Design strip_alloc_ctrl, sky130hd; sources not shown.
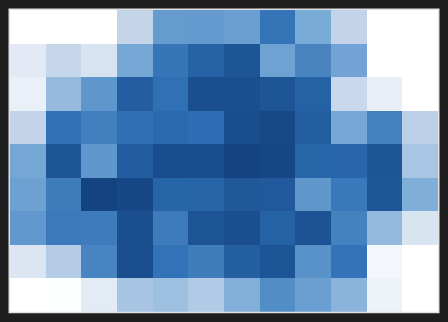
*Local utilization, run 1*
12 x 9 tiles, from white (low) to dark blue (high), 0 to 100% covered.
densest ninth of the die: middle
mean over tiles: 55%
nearly empty tiles: 11%
floorplan core area: 9720 sq um
floorplan-stage core utilization: 0.446
share of the core filled with cells: 0.606

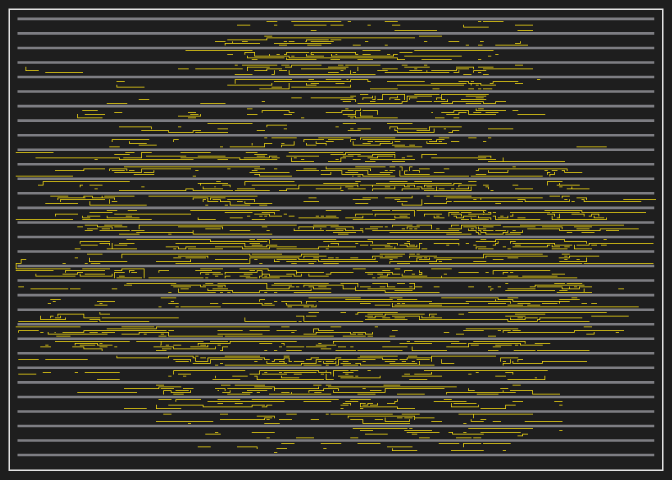
*Signal wires on met1, run 1*
Supply wires on this layer in grey.
longest straight run: 46.0 um
main direction: horizontal
wire length on this layer: 5,230 um
global-route met1 utilization: 0.316
total via count after detailed routing: 3,684
WL final: 11.7 mm

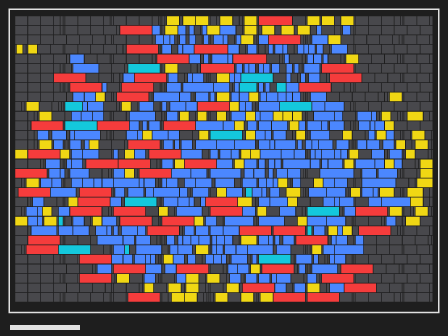
*Cells coloured by class, run 1*
The bar under the picture is 20 um long. Fill, decap, tap and diode cells in grey.
legend:
  remaining logic cells:
    colour: blue
    cells: 347
    share_of_their_area: 53%
  clock drivers and dummy loads:
    colour: cyan
    cells: 16
    share_of_their_area: 4.8%
  registers:
    colour: red
    cells: 57
    share_of_their_area: 25%
  remaining buffers and delay cells:
    colour: yellow
    cells: 110
    share_of_their_area: 17%
proportion of cell area occupied by registers: 0.243
number of cell rows: 30
post-layout instance area: 5900 sq um

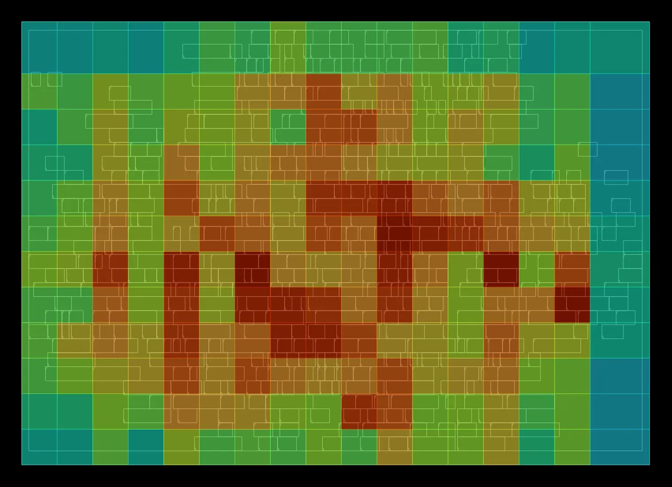
*Routing congestion, run 1*
Global Route met2 Usage: 0.354
met3 routing resource usage after global routing: 0.0605
most utilized layer in the global route result: met2
WL/cell: 17.8 um
global-route usage over all layers: 0.233

==> flow_metrics.py <==
# Auto-generated metrics
metrics = {
    "routing": {
        "avgViaCountPerCell": 5.60,
        "ant_nets": 0,
        "post-route-drc-count": 0,
        "dr.max_layer_used": "met4",
        "met2RoutedLength_mm": 5.25,
        "wl_met3_um": 938,
        "detailedRoute.firstPassIterationCount": 4,
        "routed_metal_1_wirelength_mm": 5.23,
        "drt_initial_violations": 206,
    },
    "grt": {
        "grt.overflow.total": 0,
        "grt_antenna_before_repair": 0,
        "grt_start_max_net_pins": 58,
        "grt_pass1_vias": 3695,
        "grt_pass1_wl_mm": 18.4,
    },
    "synth": {
        "synthesis.instances": 412,
        "synthTopCellsByCount": "dfrtp_1, nor2_1, xor2_1",
        "post_synthesis_mean_instance_area_sq_um": 10.5,
        "synth_nets": 475,
        "ys_area_sq_um": 4330,
        "yosysCellCount": 412,
        "yosys.cell_count.top_type": "dfrtp_1",
        "post_synth_main_area_contributors": "dfrtp_1, fa_1, ha_1",
        "fraction_of_synthesis_flops_using_an_asynchronous_set_or_reset_pin": 1.00,
        "ys_ff": 57,
        "top_area_frac": 0.306,
        "synth.largest_area_cell": "dfrtp_1",
        "synth-edff-count": 0,
        "synth_cell_type_count": 73,
        "syn-cell-area_sq_um": 4330,
        "dominantRegCellSynth": "dfrtp_1",
        "synth_seq_share": 0.330,
        "yosysWarningCount": 0,
    },
    "layout": {
        "number_of_flip_flops_in_the_largest_register": 45,
        "top_area_cell_class": "combinational gates",
        "combAreaFraction": 0.502,
        "fill_cells": 775,
        "layout.cells.most_common_list": "dfrtp_1, buf_4, clkdlybuf4s50_1",
        "regArea_sq_um": 1430,
        "clock_area_frac": 0.0469,
        "post_layout_nonfiller_instances": 658,
        "layout.area.comb_sq_um": 2960,
        "flow.area_growth_from_synthesis_pct": 36.1,
        "antennaDiodeCount": 0,
        "inv_count": 24,
        "count_of_nets_after_finishing": 588,
        "drive_gt1_frac": 0.283,
        "sequential_cell_total": 57,
        "layout.buffer.nonclock.area_share": 0.166,
        "nonClockBufferCount": 110,
        "tally_of_clock_buffers_in_the_finished_layout": 14,
        "n_multi_input_combinational_cell": 323,
    },
    "placement": {
        "placement.setup.worst_slack_ns": -0.592,
        "dp_cells": 634,
        "placed_cell_area_sq_um": 5300,
        "buffer_ports.inserted": 53,
        "place_congestion": 0.905,
        "dp_hpwl_mm": 8.65,
    },
    "timing": {
        "finalSetupViolCount": 0,
        "unrepaired_setup_endpoints_after_global_routing": "no",
        "max_freq_ghz": 0.240,
        "fin_ws_ns": 0.139,
        "layout_worst_path_cycle_share": 0.968,
        "fin_tns_setup_ns": 0,
        "report.final.hold_viol_count": 0,
        "worstMarginPinSlew_ns": 0.754,
        "timing.final.crit_period_ns": 4.16,
        "slew_viol_final": 0,
        "maxSlewHeadroom": 0.497,
        "timing.clock.skew_ns": 0.00811,
        "hold_slack_ns": 0.469,
    },
    "flow_run": {
        "warnings": 32,
        "count_of_maximum_capacitance_violations": 0,
    },
    "power_and_ir_drop": {
        "cellPowerDensity_nw_per_um2": 627,
        "leakage_uw": 0.00248,
        "vdd.ir_drop.worst_uv": 351,
        "finalPower_uw": 3700,
    },
    "worst_setup_path": {
        "worst-setup-path-type": "primary input to register",
        "path_cells": "clkdlybuf4s50_1 -> nand2b_4 -> a211o_1 -> a41o_1 -> a21oi_4 -> o32ai_2 -> or4_4 -> nor3_4 -> ha_1 -> inv_1 -> fa_1 -> xor2_1 -> nor2_1 -> xor2_1",
        "worstSetupStartpointType": "primary input",
        "worstSetupPathDepth": 14,
        "critical_path.most_common_cell": "xor2_1",
        "worst_r2r_path_depth": 14,
        "critical_path.slowest_cell": "or4_4",
        "data_arrival_time_of_the_critical_path_ns": 4.42,
        "cp_top_family": "simple AND/OR/NAND/NOR gates",
        "r2r_slack_ns": 0.58,
        "max_stage_delay_on_crit_path_ns": 0.63,
        "setup.worst_path.end_class": "register",
        "path_max_fanout": 4,
        "cp.required_ns": 4.56,
        "worst_path_bufs_invs": 2,
    },
    "outcome": {
        "status": "finished clean",
    },
    "clocking": {
        "cts.clk_slew.worst_paths_ns": 0.05,
        "clockRootBuffer": "clkbuf_16",
        "cts_buffers": 9,
        "clock_path_buffers": 2,
        "tritoncts_clock_tree": "built",
        "worstSkewPairLatency_ns": 0.34,
        "clock_sinks": 57,
        "htreeDepth": 3,
        "cts_hold_buf": 0,
    },
    "min_path": {
        "worstHoldPathType": "register to register",
        "worst_hold_path.num_cells": 1,
    },
    "die": {
        "chipArea_sq_um": 10500,
        "n_tap_cell": 128,
        "die_y_um": 86.0,
        "die_w_um": 122,
        "floorplan.io_pins": 54,
    },
}
run 1: timing repair:
| item | in CTS | in global routing |
|---|---|---|
| gates cloned | 0 | 0 |
| setup endpoints to repair | 8 | 30 |
| setup buffers | 1 | 8 |
| gates resized | 9 | 41 |
| pin swaps | 5 | 22 |
run 1: report_power, final:
group | total [uW] | switching [uW] | leakage [uW] | internal [uW]
Combinational | 1770 | 869 | 0.00167 | 902
Clock | 668 | 247 | 0.000133 | 420
Sequential | 1260 | 446 | 0.000684 | 812
Total | 3700 | 1560 | 0.00248 | 2130
run 1: logic make-up after synthesis:
group	synth area share
flops	0.330
buf+inv	0.0399
fa+ha+maj	0.133
mux	0.0881
simple gates	0.171
xor+xnor	0.0910
compound gates	0.147
Power figures rest on the tool's default switching activity, not on a simulated workload.
